<file path="src/rtl/cpu_tx_hs.sv">
// cpu_tx_hs: CPU-side FIFO feeding a 4-phase send/ack handshake towards the peripheral.
// Optional SEND timeout abort enabled by defining CPU_TX_TIMEOUT_EN.
module cpu_tx_hs #(
  parameter int DATA_W      = 4,
  parameter int DEPTH       = 4,
  parameter int SYNC_STAGES = 2,
  parameter int TIMEOUT_CYC = 64
) (
  input  logic                     cpu_clk,
  input  logic                     cpu_rst,
  input  logic                     wr_en,
  input  logic [DATA_W-1:0]        wr_dados,
  output logic                     full,
  output logic [$clog2(DEPTH):0]   count,
  output logic                     busy,
  output logic                     cpu_send,
  input  logic                     cpu_ack,
  output logic [DATA_W-1:0]        cpu_dados,
  output logic                     tx_err
);
  localparam int PW = $clog2(DEPTH);
  localparam logic [1:0] IDLE     = 2'd0;
  localparam logic [1:0] SEND     = 2'd1;
  localparam logic [1:0] WAIT_LOW = 2'd2;

  if (DEPTH < 2 || (DEPTH & (DEPTH - 1)) != 0) begin : g_bad_depth
    $error("DEPTH must be a power of 2 and >= 2");
  end
  if (SYNC_STAGES < 2) begin : g_bad_sync
    $error("SYNC_STAGES must be >= 2");
  end
  if (TIMEOUT_CYC < 2) begin : g_bad_tmo
    $error("TIMEOUT_CYC must be >= 2");
  end

  logic [1:0]             state_q, state_d;
  logic [DATA_W-1:0]      mem_q [DEPTH];
  logic [DATA_W-1:0]      mem_d [DEPTH];
  logic [PW-1:0]          wr_ptr_q, wr_ptr_d, rd_ptr_q, rd_ptr_d;
  logic [PW:0]            count_q, count_d;
  logic [SYNC_STAGES-1:0] sync_q, sync_d;
  logic                   send_q, send_d;
  logic [DATA_W-1:0]      dados_q, dados_d;
  logic                   ack_s, push, pop, abort;

  assign ack_s     = sync_q[SYNC_STAGES-1];
  assign full      = count_q == (PW+1)'(DEPTH);
  assign count     = count_q;
  assign busy      = (state_q != IDLE) || (count_q != '0);
  assign cpu_send  = send_q;
  assign cpu_dados = dados_q;

  always_comb begin
    push     = wr_en && !full;
    // a held-high ack in IDLE blocks new sends until the peripheral releases it
    pop      = (state_q == IDLE) && (count_q != '0) && !ack_s;
    sync_d   = {sync_q[SYNC_STAGES-2:0], cpu_ack};
    count_d  = count_q + (PW+1)'(push) - (PW+1)'(pop);
    wr_ptr_d = wr_ptr_q + PW'(push);
    rd_ptr_d = rd_ptr_q + PW'(pop);
    mem_d    = mem_q;
    if (push) mem_d[wr_ptr_q] = wr_dados;
    state_d  = state_q;
    send_d   = send_q;
    dados_d  = pop ? mem_q[rd_ptr_q] : dados_q;
    if (pop) begin
      state_d = SEND;
      send_d  = 1'b1;
    end
    if (state_q == SEND && (ack_s || abort)) begin
      state_d = WAIT_LOW;
      send_d  = 1'b0;
    end
    if (state_q == WAIT_LOW && !ack_s) state_d = IDLE;
  end

  always_ff @(posedge cpu_clk or negedge cpu_rst) begin
    if (!cpu_rst) begin
      state_q  <= IDLE;
      for (int i = 0; i < DEPTH; i++) mem_q[i] <= '0;
      wr_ptr_q <= '0;
      rd_ptr_q <= '0;
      count_q  <= '0;
      sync_q   <= '0;
      send_q   <= 1'b0;
      dados_q  <= '0;
    end else begin
      state_q  <= state_d;
      mem_q    <= mem_d;
      wr_ptr_q <= wr_ptr_d;
      rd_ptr_q <= rd_ptr_d;
      count_q  <= count_d;
      sync_q   <= sync_d;
      send_q   <= send_d;
      dados_q  <= dados_d;
    end
  end

`ifdef CPU_TX_TIMEOUT_EN
  localparam int TW = (TIMEOUT_CYC > 2) ? $clog2(TIMEOUT_CYC) : 1;
  logic [TW-1:0] tmo_q, tmo_d;
  logic          err_q, err_d;

  // counter sits at zero outside SEND, so it is already clear on entry
  always_comb begin
    tmo_d = (state_q == SEND) ? tmo_q + 1'b1 : '0;
    abort = (state_q == SEND) && !ack_s && (tmo_q == TW'(TIMEOUT_CYC - 1));
    err_d = abort;
  end

  always_ff @(posedge cpu_clk or negedge cpu_rst) begin
    if (!cpu_rst) begin
      tmo_q <= '0;
      err_q <= 1'b0;
    end else begin
      tmo_q <= tmo_d;
      err_q <= err_d;
    end
  end

  assign tx_err = err_q;
`else
  assign abort  = 1'b0;
  assign tx_err = 1'b0;
`endif
endmodule

</file>
<file path="config.mk">
export PLATFORM = sky130hd
export DESIGN_NAME = cpu_tx_hs
export DESIGN_NICKNAME = d
export VERILOG_FILES = /design/src/rtl/cpu_tx_hs.sv
export SDC_FILE = /design/constraint.sdc
export NUM_CORES = 1
export LEC_CHECK = 0
export CAP_MARGIN = 15
export CELL_PAD_IN_SITES_DETAIL_PLACEMENT = 0
export CELL_PAD_IN_SITES_GLOBAL_PLACEMENT = 2
export CORE_ASPECT_RATIO = 0.9
export CORE_UTILIZATION = 41
export DETAILED_ROUTE_END_ITERATION = 8
export GPL_ROUTABILITY_DRIVEN = 1
export PLACE_DENSITY = 0.82
export SYNTH_ARGS = -nofsm -noshare
export SYNTH_HDL_FRONTEND = slang
export SYNTH_SLANG_ARGS = --single-unit
</file>
<file path="constraint.sdc">
create_clock -name cpu_clk -period 4.59 [get_ports cpu_clk]
set_clock_uncertainty 0.1 [all_clocks]
set_input_delay 0.6885 -clock cpu_clk [delete_from_list [all_inputs] [get_ports cpu_clk]]
set_output_delay 0.6885 -clock cpu_clk [all_outputs]
set_load 0.03 [all_outputs]
</file>
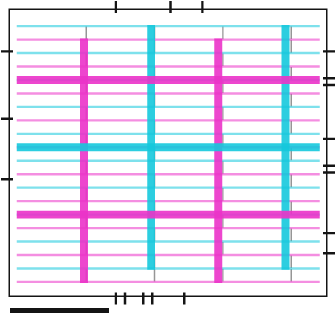
Figure 1: run 1, supply network.
Scale bar: 20 µm. Pins as bars on the die edge. Tap cells in gray.
VSS: in magenta. VDD: in cyan.
3 straps on met5. 19 signal pins sit on the boundary. The core has 19 rows. 20 met1 rails follow the rows.
die width: 63.8 µm
Die Ht: 57.7 µm
Placeable Area: 0.00316 mm²

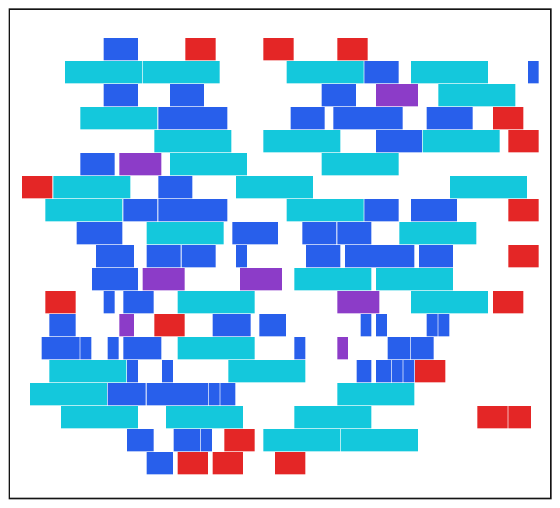
Figure 2: run 1, placement by cell class.
clock drivers and dummy loads: in purple, cells 7. remaining buffers and delay cells: in red, cells 18. remaining logic cells: in blue, cells 59. registers: in cyan, cells 32.
Final Util: 53.6%
flop share of the area: 47.2%
final instance area: 0.00170 mm²
# rows: 19

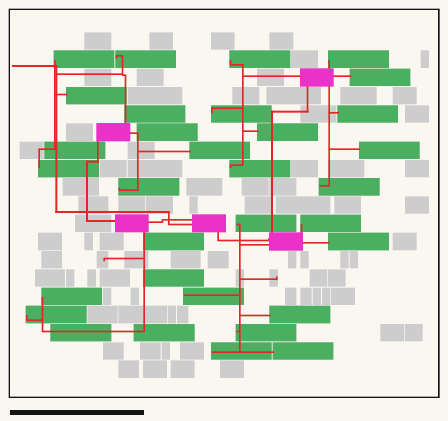
Figure 3: run 1, clock distribution.
Scale bar: 20 µm.
flip-flops: in green, count 32. clock wires: in red, length 371 µm. clock-net drivers: in magenta, count 5.
Position of the flops: all over the die. There are 6 routed clock nets.
Clk. pwr: 0.193 mW
Insertion Delay late pin: 270 ps

==> flow_summary.json, run 1 <==
{
  "ys_top_logic_family": "multiplexers",
  "leakage_nw": 0.772,
  "whs_ps": 247,
  "yosysMostFrequentCell": "dfrtp_1",
  "worstPathArrival_ps": 1940,
  "cts_setup_buffers": 0,
  "min_to": "sync_q[1]$_DFF_PN0_",
  "rsz0062_at_grt": "false",
  "port_buffers": 17,
  "end_kind": "output port",
  "cp_slowest_stage_delay_ps": 660,
  "regArea_um2": 801,
  "route.met2.wl_um": 1050,
  "htree_levels": 2,
  "fin_ws_ps": 1860,
  "synth_nets": 107,
  "placed_cells": 151,
  "via_per_inst": 4.91,
  "drtIter0Drc": 17,
  "hpwl_um": 1650,
  "pre_cts_slack_ps": 1810,
  "total_power_mw": 1.26,
  "mux_area_share_pct": 23.4,
  "status": "finished clean",
  "worst-path-stages": 3,
  "regToRegStartpoint": "count[0]$_DFF_PN0_",
  "grt_max_degree": 33,
  "cts_tree": "done",
  "logic_area_um2": 561,
  "cp_num_buf_inv": 2,
  "cts_sinks": 32,
  "cts_root_buffer": "clkbuf_8",
  "layout_top_cell": "dfrtp_1",
  "wirelength_um": 2260,
  "first_global_vias": 814,
  "chip_area_mm2": 0.00368,
  "synthTopCellsByCount": "dfrtp_1, mux2_2, inv_1",
  "synth_cell_type_count": 24,
  "ant_nets": 0,
  "synth_seq_share_pct": 56.7,
  "path_clk_slew_ps": 60,
  "m1WireLength_um": 1100,
  "final_nets": 129,
  "drc": 0,
  "drv_cap": 0,
  "netlist.top_cell.by_area": "dfrtp_1",
  "p_per_area_mw_per_mm2": 746
}
[run 1: layout make-up]
cell class,count,area share (%)
Tap cell,42,3.10
Clock buffer,6,4.28
Inverter,7,1.55
Sequential cell,32,47.2
Clock inverter,1,0.295
Multi-Input combinational cell,52,33.1
Timing Repair Buffer,18,10.5
[run 1: sequential cells by signal (all words and copies together), names as in the netlist]
| register | cells |
|---|---|
| mem_q | 16 |
| cpu_dados | 4 |
| count | 3 |
| rd_ptr_q | 2 |
| state_q | 2 |
| sync_q | 2 |
| wr_ptr_q | 2 |
| cpu_send | 1 |
[run 1: power breakdown]
group          internal, mW  total, mW  switching, mW
sequential            0.423      0.530          0.106
clock                 0.103      0.193         0.0899
combinational         0.305      0.542          0.237
total                 0.831       1.26          0.433
Figure 4. Routed metal, one color a layer (run 1).
Scale bar: 20 µm. Two of the layers only.
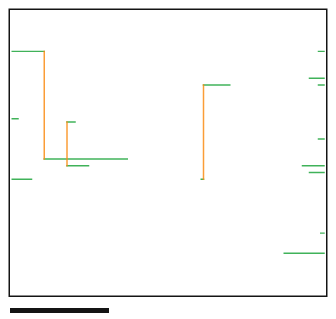

==> run 1 -> run 2 <==
- CORE_UTILIZATION: 41 -> 38
- PLACE_DENSITY: 0.82 -> 0.77
- clock period: 4.59 -> 2.8 ns (I/O delays scaled with it)
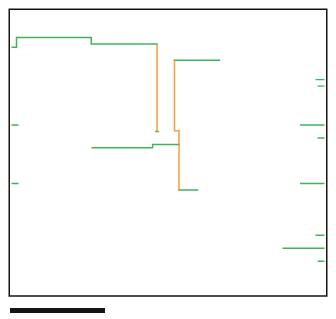
Figure 5: run 2, routed metal, one color a layer.
Scale bar: 20 µm. Two of the layers only.
M4: in orange, wire length 46.5 µm. M3: in green, wire length 93.3 µm.
drt wl/cell: 14.3 µm
drt total wl: 2320 µm
vias: 772
gr usage total: 14.7%

==> run 2 against run 1 <==
Synthesized area stayed put. Cell count is 2.5% higher. Count of clock-buffer cells in the layout stayed put. Highest routed layer unchanged.
==> flow_summary.json, run 2 <==
{
  "route.met2.wl_um": 1060,
  "nNonClkInverters": 7,
  "mux_area_share_pct": 23.4,
  "total_power_mw": 2.19,
  "cts_root_buffer": "clkbuf_8",
  "num_tap_cells": 44,
  "p_clk_share_pct": 19.5,
  "logic_area_um2": 561,
  "rsz0062_at_grt": "false",
  "largest_cell_class": "registers",
  "die-width_um": 66.2,
  "synth_seq_share_pct": 56.7,
  "top_power_group": "combinational logic",
  "regMostFlops": "mem_q",
  "layout_top_cell": "dfrtp_1",
  "fin_util_pct": 50.3,
  "chip_area_mm2": 0.00396,
  "final_nets": 130,
  "pg_clk_mw": 0.427,
  "synth_cell_type_count": 24,
  "core.rowCount": 20,
  "hpwl_um": 1680,
  "cts_tree": "done",
  "seq-power_mw": 0.865,
  "drv_cap": 0,
  "nClkBuffers": 6,
  "p_comb_mw": 0.897,
  "drc": 0,
  "p_int_mw": 1.46,
  "switching_share_pct": 33.1,
  "htree_levels": 2,
  "leakage_nw": 0.791,
  "p_per_area_mw_per_mm2": 1260,
  "regArea_um2": 801,
  "comb_share_pct": 32.3,
  "clk_latency_ps": 280,
  "p_switching_mw": 0.725,
  "cts_setup_buffers": 0,
  "seqPwrFrac_pct": 39.5,
  "cp_cell_sequence": "or3b_1 -> inv_1 -> clkdlybuf4s50_1",
  "first_global_vias": 809,
  "ys_top_logic_family": "multiplexers",
  "cts_sinks": 32,
  "regToRegStartpoint": "count[1]$_DFF_PN0_",
  "worstPathArrival_ps": 1960,
  "die_h_um": 59.8,
  "coreArea_mm2": 0.00345,
  "hp-class": "flip-flop to flip-flop",
  "design.seq.count": 32,
  "comb_cells": 52,
  "n_all_buffers": 19,
  "worst-path-stages": 3,
  "edf_count": 0,
  "m1WireLength_um": 1120,
  "synthTopCellsByCount": "dfrtp_1, mux2_2, inv_1",
  "drtIter0Drc": 44,
  "cp_num_buf_inv": 2,
  "clock_area_share_pct": 6.20,
  "cp_slowest_stage_delay_ps": 660,
  "final_area_mm2": 0.00174,
  "path_clk_slew_ps": 60,
  "status": "finished clean",
  "synth_nets": 107
}
==> run 2: cell counts after synthesis <==
No cell type changed its count.
==> run 2: worst min path at each step <==
stage,end
finish,sync_q[1]$_DFF_PN0_
global route,sync_q[1]$_DFF_PN0_
CTS,sync_q[1]$_DFF_PN0_
detailed placement,sync_q[1]$_DFF_PN0_
global placement,sync_q[1]$_DFF_PN0_
floorplan,count[0]$_DFF_PN0_
==> run 2: stage by stage <==
stage	hold WS (ps)	cells	setup WS (ps)
4_1_cts	253	162	299
3_5_place_dp	238	154	281
2_1_floorplan	24.4	94	353
3_3_place_gp	236	154	335
5_1_grt	273	162	257
6_report	250	162	316
Power and IR drop assume default switching activity.
